File: src/rtl/vib_pkg.sv
// Shared types and constants for the vibrator pulse controller.
// Mode encodings match the 2-bit mode input of vib_pulse_ctrl.
package vib_pkg;

  typedef enum logic [1:0] {
    IDLE = 2'd0,
    HIGH = 2'd1,
    HOLD = 2'd2
  } state_t;

  localparam logic [1:0] MODE_OS    = 2'b00;
  localparam logic [1:0] MODE_OS_RT = 2'b01;
  localparam logic [1:0] MODE_AST   = 2'b10;
  localparam logic [1:0] MODE_OFF   = 2'b11;

  localparam int DEFAULT_CNT_W = 16;

endpackage

File: src/rtl/vib_pulse_ctrl_rise_det.sv
// Single-bit rising-edge detector with a synchronously reset delay flop.
// RST_VAL=1 keeps a level held high across reset release from looking like an edge.
module rise_det #(
  parameter logic RST_VAL = 1'b1
) (
  input  logic clk,
  input  logic rst,
  input  logic d,
  output logic rise
);

  logic d_q;

  always_ff @(posedge clk) begin
    if (rst) d_q <= RST_VAL;
    else     d_q <= d;
  end

  assign rise = d & ~d_q;

endmodule

File: src/rtl/vib_pulse_ctrl.sv
// Trigger-driven one-shot / retriggerable / astable pulse sequencer.
// out, busy and trig_drop are registered from the next-state logic.
module vib_pulse_ctrl
  import vib_pkg::*;
#(
  parameter int CNT_W = DEFAULT_CNT_W
) (
  input  logic             clk,
  input  logic             rst,
  input  logic             en,
  input  logic [1:0]       mode,
  input  logic             trig,
  input  logic [CNT_W-1:0] width,
  input  logic [CNT_W-1:0] gap,
  output logic             out,
  output logic             busy,
  output logic             trig_drop
);

  state_t           state, state_n;
  logic [CNT_W-1:0] cnt, cnt_n;
  logic [1:0]       mode_q, mode_n;
  logic [CNT_W-1:0] width_q, width_n;
  logic [CNT_W-1:0] gap_q, gap_n;
  logic             drop_n;
  logic             rise;
  logic             off;

  // A zero width behaves as a one-cycle pulse, so the load value is wl-1.
  function automatic logic [CNT_W-1:0] width_load(input logic [CNT_W-1:0] w);
    return (w == '0) ? '0 : w - CNT_W'(1);
  endfunction

  rise_det #(.RST_VAL(1'b1)) u_rise_det (
    .clk  (clk),
    .rst  (rst),
    .d    (trig),
    .rise (rise)
  );

  assign off = !en || (mode == MODE_OFF);

  always_comb begin
    state_n = state;
    cnt_n   = cnt;
    mode_n  = mode_q;
    width_n = width_q;
    gap_n   = gap_q;
    drop_n  = 1'b0;

    if (off) begin
      state_n = IDLE;
      cnt_n   = '0;
    end else begin
      case (state)
        IDLE: begin
          if ((mode == MODE_AST) || rise) begin
            state_n = HIGH;
            cnt_n   = width_load(width);
            mode_n  = mode;
            width_n = width;
            gap_n   = gap;
          end
        end
        HIGH: begin
          // A retrigger reload wins over expiry in the same cycle.
          if ((mode_q == MODE_OS_RT) && rise) begin
            cnt_n = width_load(width_q);
          end else if (cnt != '0) begin
            cnt_n = cnt - CNT_W'(1);
          end else if (gap_q != '0) begin
            state_n = HOLD;
            cnt_n   = gap_q - CNT_W'(1);
          end else if (mode_q == MODE_AST) begin
            cnt_n = width_load(width_q);
          end else begin
            state_n = IDLE;
          end
          if ((mode_q == MODE_OS) && rise) drop_n = 1'b1;
        end
        HOLD: begin
          if ((mode_q != MODE_AST) && rise) drop_n = 1'b1;
          if (cnt != '0) begin
            cnt_n = cnt - CNT_W'(1);
          end else if (mode_q == MODE_AST) begin
            state_n = HIGH;
            cnt_n   = width_load(width);
            mode_n  = mode;
            width_n = width;
            gap_n   = gap;
          end else begin
            state_n = IDLE;
          end
        end
        default: begin
          state_n = IDLE;
          cnt_n   = '0;
        end
      endcase
    end
  end

  always_ff @(posedge clk) begin
    if (rst) begin
      state     <= IDLE;
      cnt       <= '0;
      mode_q    <= '0;
      width_q   <= '0;
      gap_q     <= '0;
      out       <= 1'b0;
      busy      <= 1'b0;
      trig_drop <= 1'b0;
    end else begin
      state     <= state_n;
      cnt       <= cnt_n;
      mode_q    <= mode_n;
      width_q   <= width_n;
      gap_q     <= gap_n;
      out       <= (state_n == HIGH);
      busy      <= (state_n != IDLE);
      trig_drop <= drop_n;
    end
  end

endmodule

File: config.mk
export PLATFORM = sky130hd
export DESIGN_NAME = vib_pulse_ctrl
export DESIGN_NICKNAME = d
export VERILOG_FILES = /design/src/rtl/vib_pkg.sv /design/src/rtl/vib_pulse_ctrl_rise_det.sv /design/src/rtl/vib_pulse_ctrl.sv
export SDC_FILE = /design/constraint.sdc
export NUM_CORES = 1
export LEC_CHECK = 0
export CAP_MARGIN = 20
export CORE_MARGIN = 1
export CORE_UTILIZATION = 51
export CTS_CLUSTER_SIZE = 12
export DETAILED_ROUTE_END_ITERATION = 12
export PLACE_DENSITY = 0.84
export SETUP_SLACK_MARGIN = 0.1
export SYNTH_ARGS = -nofsm -noshare
export SYNTH_HDL_FRONTEND = slang
export SYNTH_HIERARCHICAL = 1
export SYNTH_SLANG_ARGS = --single-unit
File: constraint.sdc
create_clock -name clk -period 2.93 [get_ports clk]
set_input_delay 0.586 -clock clk [delete_from_list [all_inputs] [get_ports clk]]
set_output_delay 0.586 -clock clk [all_outputs]
set_load 0.1 [all_outputs]
==> Table 3: Implementation characteristics, run 1 <==
Implementation parameters

Parameter                              Value

Die
  Ports placed on the boundary    41

Clocking
  CTS Buffer Depth    2
  Buffer count from post-CTS setup fixing    0
  Cts bufs inserted    5

Setup path
  Length in cells of the worst reg-to-reg path    9
  Worst R2R End    cnt[14]
  Buf+Inv Stages, Crit Path    2
  CP Launch Point    cnt[1]
  Cell with the largest stage delay on the worst path    sky130_fd_sc_hd__or4_4
  Worst flop-to-flop path startpoint    cnt[1]

Final timing
  Worst hold slack after final layout    0.489 ns
  Setup TNS    0 ns
  Final-report hold violation count    0

Yosys
  Most numerous cell types in the synthesized netlist    sky130_fd_sc_hd__nand2_1, sky130_fd_sc_hd__dfxtp_1, sky130_fd_sc_hd__a21oi_1
  Number of warnings printed during yosys synthesis    6
  Most popular library cell in the synthesized design by count    sky130_fd_sc_hd__nand2_1
  Complex Gates by Area    0.230
  XOR/XNOR Area Share    0.0760

Global routing
  Antenna violations before repair    0
  Global routing met2 resource utilization    0.510

Finish
  Number of standard cells in the final layout excluding fillers    749
  Post-synthesis to final-layout area growth    18.4%

Run
  Tool warnings    32

Power and ir drop
  Cell Int Power    0.00144 W
  Combinational Power Share    0.420

Route
  Sum of met3 wire segment lengths after detailed routing    1220 um
  Number of antenna-violating nets in the routed design    0

Placed design
  Buffers added on ports    40

Run status
  Result of the run    finished clean
-- run 1: layout make-up --
type | instances | share of cell area
clock buffers | 6 | 0.0144
clock inverters | 2 | 0.00694
inverters | 18 | 0.0134
multi-input cells | 484 | 0.578
repair buffers | 81 | 0.140
well taps | 102 | 0.0253
flip-flops and latches | 56 | 0.222
-- run 1: stage by stage --
stage | util | setup slack, ns | power, W
2_1_floorplan | - | 0.209 | 0.00146
3_3_place_gp | 0.619 | 0.0952 | 0.00176
3_5_place_dp | 0.619 | 0.0297 | 0.00177
4_1_cts | 0.633 | 0.125 | 0.00228
5_1_grt | 0.640 | 0.0784 | 0.00244
6_report | 0.640 | 0.181 | 0.00234
-- run 1: registers in the layout, indices dropped and copies added, names as in the netlist, 2 cells and up --
register / flops
width_q: 16
mode_q: 2
gap_q: 16
cnt: 16
state: 2
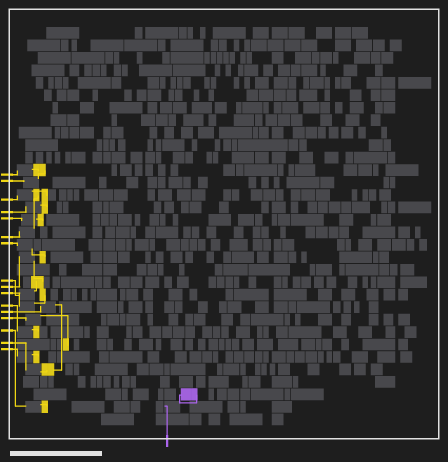
(run_1/port_nets.png)
Bar = 20 um.
colour	port	bits	direction	end cells	wire
yellow	`gap`	16	input	16	159 um
purple	`en`	1	input	2	14.6 um

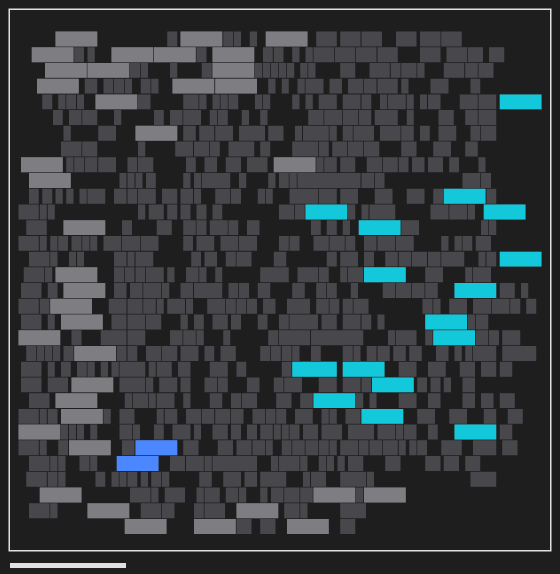
(run_1/registers.png)
Bar = 20 um. Other sequential cells in the stronger grey, the rest of the logic in the fainter grey.
colour	name in the netlist	flops
blue	`mode_q`	2
cyan	`cnt`	16
not coloured	38

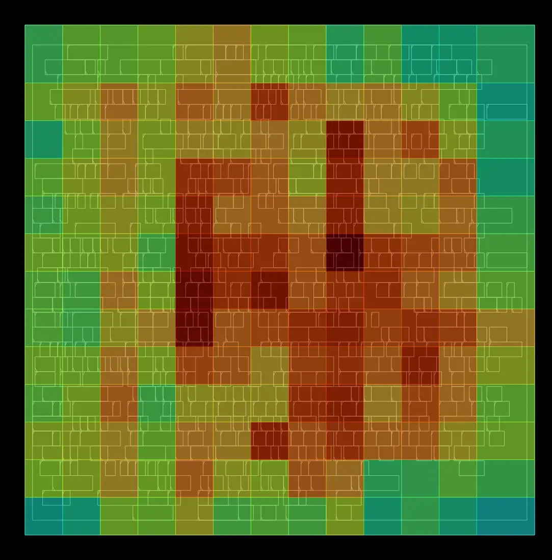
(run_1/final_congestion.png)
post-DR wirelength/cell: 18.6 um
met3 track demand over resource: 0.0423
total global-route track usage: 0.326
final core utilization: 0.640

==> run_1/zoom.png <==
Bar = 10 um. Region (11, 11) to (36, 36) um. Cells in grey, sequential cells in the stronger grey; small squares are vias.
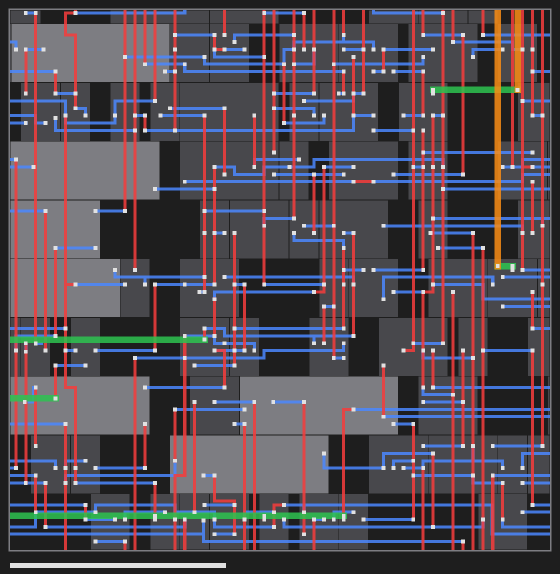

==> inputs of run 2 (changes only) <==
--- a/config.mk
+++ b/config.mk
@@ -14,5 +14,4 @@
 export SETUP_SLACK_MARGIN = 0.1
 export SYNTH_ARGS = -nofsm -noshare
 export SYNTH_HDL_FRONTEND = slang
-export SYNTH_HIERARCHICAL = 1
 export SYNTH_SLANG_ARGS = --single-unit
==> constraint.sdc (replaced) <==
create_clock -name clk -period 2.93 [get_ports clk]
set_input_delay 0.586 -clock clk [delete_from_list [all_inputs] [get_ports clk]]
set_output_delay 0.586 -clock clk [all_outputs]
set_load 0.005 [all_outputs]
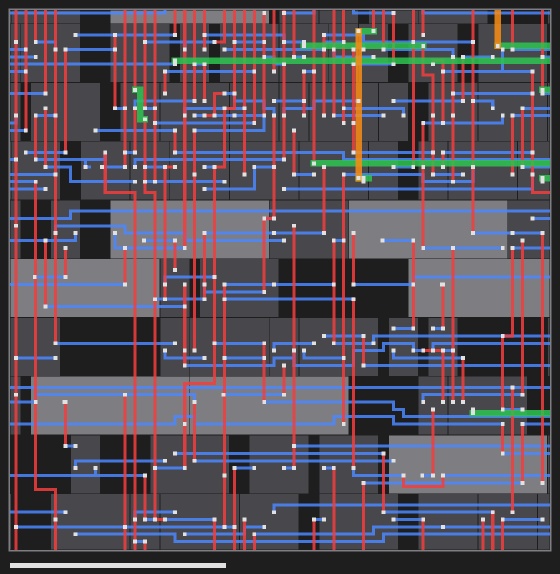
(run_2/zoom.png)
Bar = 10 um. Region (11, 11) to (36, 36) um. Cells in grey, sequential cells in the stronger grey; small squares are vias.
colour	layer
blue	met1
red	met2
green	met3
orange	met4
sequential cells in the window	7
cells with their middle in the window	60
most frequent	nor2_1 (12), mux2i_1 (10), dfxtp_1 (7)
netlist names of flops here include	`width_q` (7)

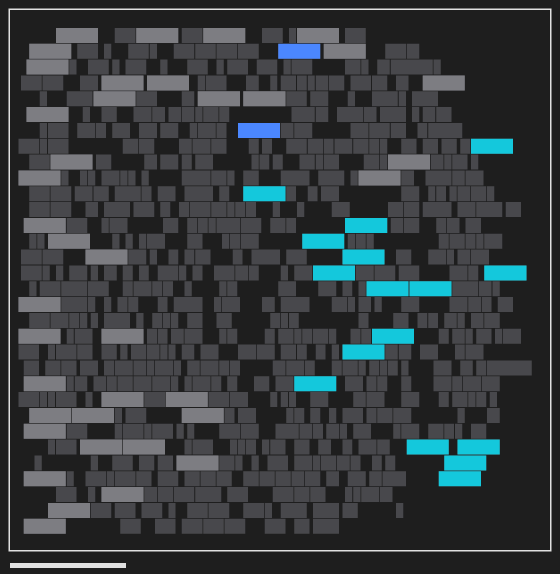
(run_2/registers.png)
Bar = 20 um. Other sequential cells in the stronger grey, the rest of the logic in the fainter grey.
colour	name in the netlist	flops
blue	`mode_q`	2
cyan	`cnt`	16
area taken by flip-flops and latches: 1120 um^2
sequential portion of the cell area: 0.221
final core utilization: 0.645
power in sequential cells: 0.000839 W

==> Table 3: Implementation characteristics, run 2 <==
Implementation parameters

Parameter                              Value

Run status
  Result of the run    finished clean

Finish
  Dominant class by area    combinational gates
  Post-synthesis to final-layout area growth    20.5%
  Largest registers    cnt: 16 flops, gap_q: 16 flops, width_q: 16 flops
  Logic share of the area    0.575 (-0.00288)
  Nonclk buf count    85 (+4.9%)
  Number of inverters outside the clock class in the layout    15 (-3)
  Proportion of final cell area spent on non-clock buffers    0.148 (+0.00862)
  Proportion of cell area spent on the clock network    0.0185 (-0.00280)
  Number of standard cells in the final layout excluding fillers    709 (-5.3%)

Route
  Number of antenna-violating nets in the routed design    0 (unchanged)
  Sum of met3 wire segment lengths after detailed routing    1110 um (-9.6%)
  Post-DR wirelength/cell    18.3 um (-1.4%)

Run
  Tool warnings    32 (unchanged)

Power and ir drop
  Final Total Pwr    0.00230 W (-1.7%)

Yosys
  Complex Gates by Area    0.184 (-0.0461)
  Number of warnings printed during yosys synthesis    0 (-6)
  Most numerous cell types in the synthesized netlist    sky130_fd_sc_hd__nor2_1, sky130_fd_sc_hd__dfxtp_1, sky130_fd_sc_hd__nand2_1

Clocking
  Buffer count from post-CTS setup fixing    0 (unchanged)
  Cts bufs inserted    5 (unchanged)
  CTS Buffer Depth    2 (unchanged)

Final timing
  Minimum setup slack in the final design    0.294 ns (+0.114 ns)
  Worst hold slack after final layout    0.539 ns (+0.0506 ns)
  Final-report hold violation count    0 (unchanged)

Setup path
  Cell with the largest stage delay on the worst path    sky130_fd_sc_hd__or4_1
  Length in cells of the worst reg-to-reg path    7 (-2)
  Buf+Inv Stages, Crit Path    0 (-2)

Global routing
  Total global-route track usage    0.310 (-0.0163)
  Met3 track demand over resource    0.0599 (+0.0177)

Placed design
  Post-place setup slack    0.0545 ns (+0.0248 ns)
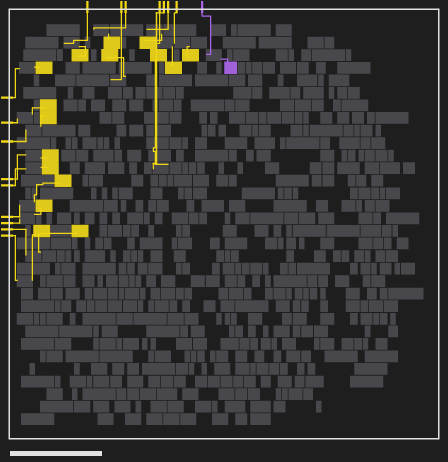
(run_2/port_nets.png)
Bar = 20 um.
colour	port	bits	direction	end cells	wire
yellow	`gap`	16	input	16	259 um
purple	`en`	1	input	1	14.9 um
ports placed on the boundary: 41
buffers added on ports: 40

-- run 2: cell count changes in the layout (fill, tap and decap cells not counted), moves of 5 or more --
cell	delta
sky130_fd_sc_hd__nand2_1	-72
sky130_fd_sc_hd__nor2_1	+48
sky130_fd_sc_hd__mux2i_1	+34
sky130_fd_sc_hd__a21oi_1	-24
sky130_fd_sc_hd__nand3_1	-7
sky130_fd_sc_hd__o22ai_1	-6
sky130_fd_sc_hd__xor2_1	+6
sky130_fd_sc_hd__nand4_1	-5
sky130_fd_sc_hd__nand4b_1	+5
sky130_fd_sc_hd__nor4_1	-5
-- run 2: power breakdown --
| part | internal [W] | switching [W] |
|---|---|---|
| clock network | 0.000193 | 0.000263 |
| logic | 0.000425 | 0.000578 |
| registers | 0.000794 | 0.0000444 |
==> run_2/gate_families.png <==
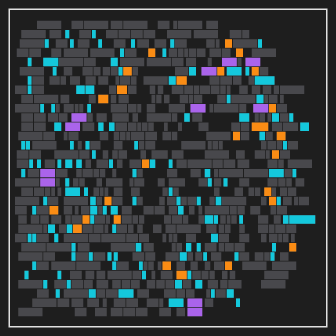

==> inputs of run 3 (changes only) <==
--- a/config.mk
+++ b/config.mk
@@ -7,10 +7,10 @@
 export LEC_CHECK = 0
 export CAP_MARGIN = 20
 export CORE_MARGIN = 1
-export CORE_UTILIZATION = 51
+export CORE_UTILIZATION = 40
 export CTS_CLUSTER_SIZE = 12
 export DETAILED_ROUTE_END_ITERATION = 12
-export PLACE_DENSITY = 0.84
+export PLACE_DENSITY = 0.71
 export SETUP_SLACK_MARGIN = 0.1
 export SYNTH_ARGS = -nofsm -noshare
 export SYNTH_HDL_FRONTEND = slang
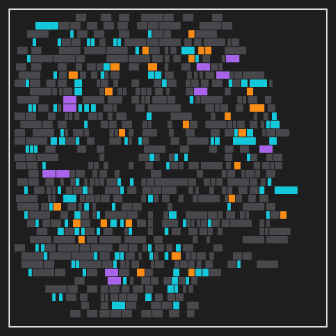
(run_3/gate_families.png)
colour	family	cells
orange	AND and OR gates	26
cyan	NOR gates	120
purple	adder and majority cells	11

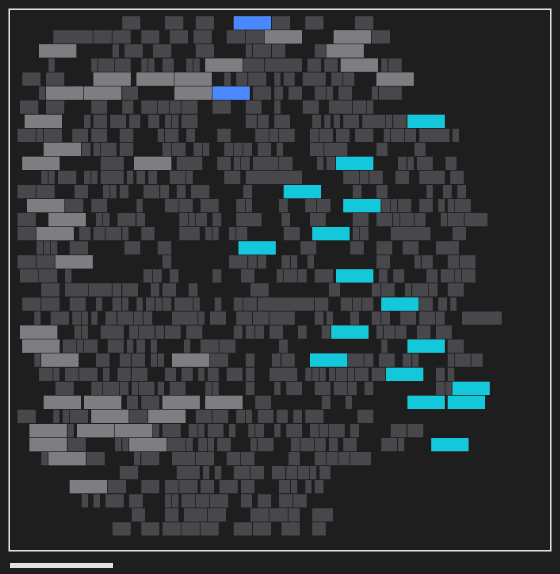
(run_3/registers.png)
Bar = 20 um. Other sequential cells in the stronger grey, the rest of the logic in the fainter grey.
colour	name in the netlist	flops
cyan	`cnt`	16
blue	`mode_q`	2
not coloured	38
power in sequential cells: 0.000840 W
sequential portion of the cell area: 0.217
final core utilization: 0.504

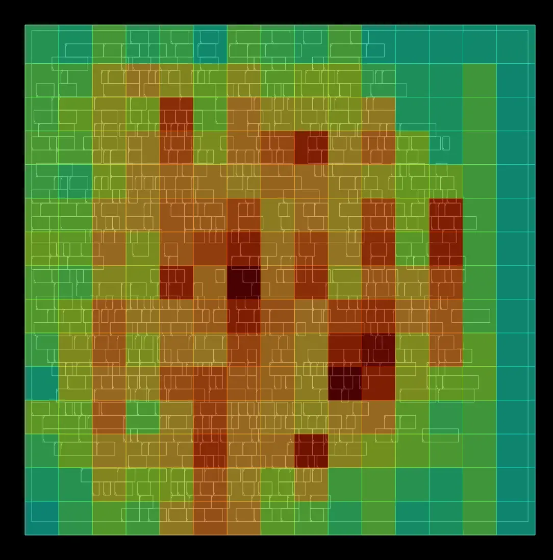
(run_3/final_congestion.png)
post-DR wirelength/cell: 18.6 um
gr busiest metal: met2

==> Table 3: Implementation characteristics, run 3 <==
Implementation parameters

Parameter                              Value

Placed design
  Final weighted congestion in routability-driven placement    0.953
  Post-place setup slack    0.0852 ns (+0.0307 ns)
  Buffers added on ports    40 (unchanged)

Power and ir drop
  Largest vdd supply drop    between 0.2 and 0.3 mV
  Cell Int Power    0.00154 W (+9.3%)
  Final Total Pwr    0.00244 W (+6.2%)
  Sequential power share    0.344 (-0.021)
  Biggest consumer    combinational cells
  Leakage    a little over 2 nW
  Clock group total power    0.000599 W (+31%)
  Switching share of power    0.367 (-0.0179)
  Fraction of power consumed by the clock network    0.245 (+0.047)
  Power in combinational cells    0.00100 W (about the same)
  Combinational Power Share    0.410 (-0.027)
  Switching component of the power    0.000897 W (+1.3%)

Setup path
  Cell with the largest stage delay on the worst path    sky130_fd_sc_hd__or4b_4
  Most frequent cell on the critical path    sky130_fd_sc_hd__o21ai_0
  Buf+Inv Stages, Crit Path    1 (+1)
  Worst R2R End    cnt[8]
  Length in cells of the worst reg-to-reg path    8 (+1)
  Worst Path Class, Setup    reg2reg

Yosys
  Number of warnings printed during yosys synthesis    0 (unchanged)
  Top cell type by total area after synthesis    sky130_fd_sc_hd__dfxtp_1
  Most numerous cell types in the synthesized netlist    sky130_fd_sc_hd__nor2_1, sky130_fd_sc_hd__dfxtp_1, sky130_fd_sc_hd__nand2_1
  Syn_area_per_cell    7.80 um^2

Final timing
  Final-report hold violation count    0 (unchanged)
  Clock Skews    0.0125 ns
  Worst hold slack after final layout    0.514 ns (-0.0256 ns)
  Minimum setup slack in the final design    0.327 ns (+0.0324 ns)

Clocking
  Clock net sink count    56
  CTS Buffer Depth    2 (unchanged)
  Reg clk slew, reported paths    0.11 ns
  Buffer count from post-CTS setup fixing    0 (unchanged)
  Cts bufs inserted    5 (unchanged)

Run status
  Result of the run    finished clean

Finish
  Post-synthesis to final-layout area growth    22.7%
  Largest registers    cnt: 16 flops, gap_q: 16 flops, width_q: 16 flops

Worst hold path
  Min-delay worst type    reg2reg

Route
  Number of antenna-violating nets in the routed design    0 (unchanged)
  Vias    approximately 4400
  Number of DRC markers after the initial detailed-route iteration    315

Die
  Ports placed on the boundary    41 (unchanged)

Global routing
  Met3 track demand over resource    0.0332 (-0.0267)
  Total global-route track usage    0.253 (-0.0571)
  Antenna violations before repair    0

Run
  Tool warnings    32 (unchanged)
run 3: cell counts after synthesis:
Identical to the previous run, type by type.
run 3: cells by family after synthesis:
family	after synthesis	synth area share
adders and majority gates	11	0.0328
and+or+nand+nor	234	0.294
DFF	56	0.267
AOI/OAI and AO/OA	117	0.184
buffers and inverters	41	0.0441
muxes	39	0.0935
xor gates and xnor gates	41	0.0855
run 3: final cells by class:
cell class                 count  area [um^2]
fill                         985         5080
multi-input combinational    442         2930
sequential                    56         1120
timing repair buffer          85          751
tap                          136          170
clock buffer                   5         68.8
clock inverter                 2         60.1
inverter                      15         56.3
run 3: stage by stage:
step           utilization  instances
5_1_grt              0.504        741
6_report             0.504        741
4_1_cts              0.501        741
3_3_place_gp         0.489        734
3_5_place_dp         0.489        734
2_1_floorplan            -        539
Power figures rest on the tool's default switching activity, not on a simulated workload.
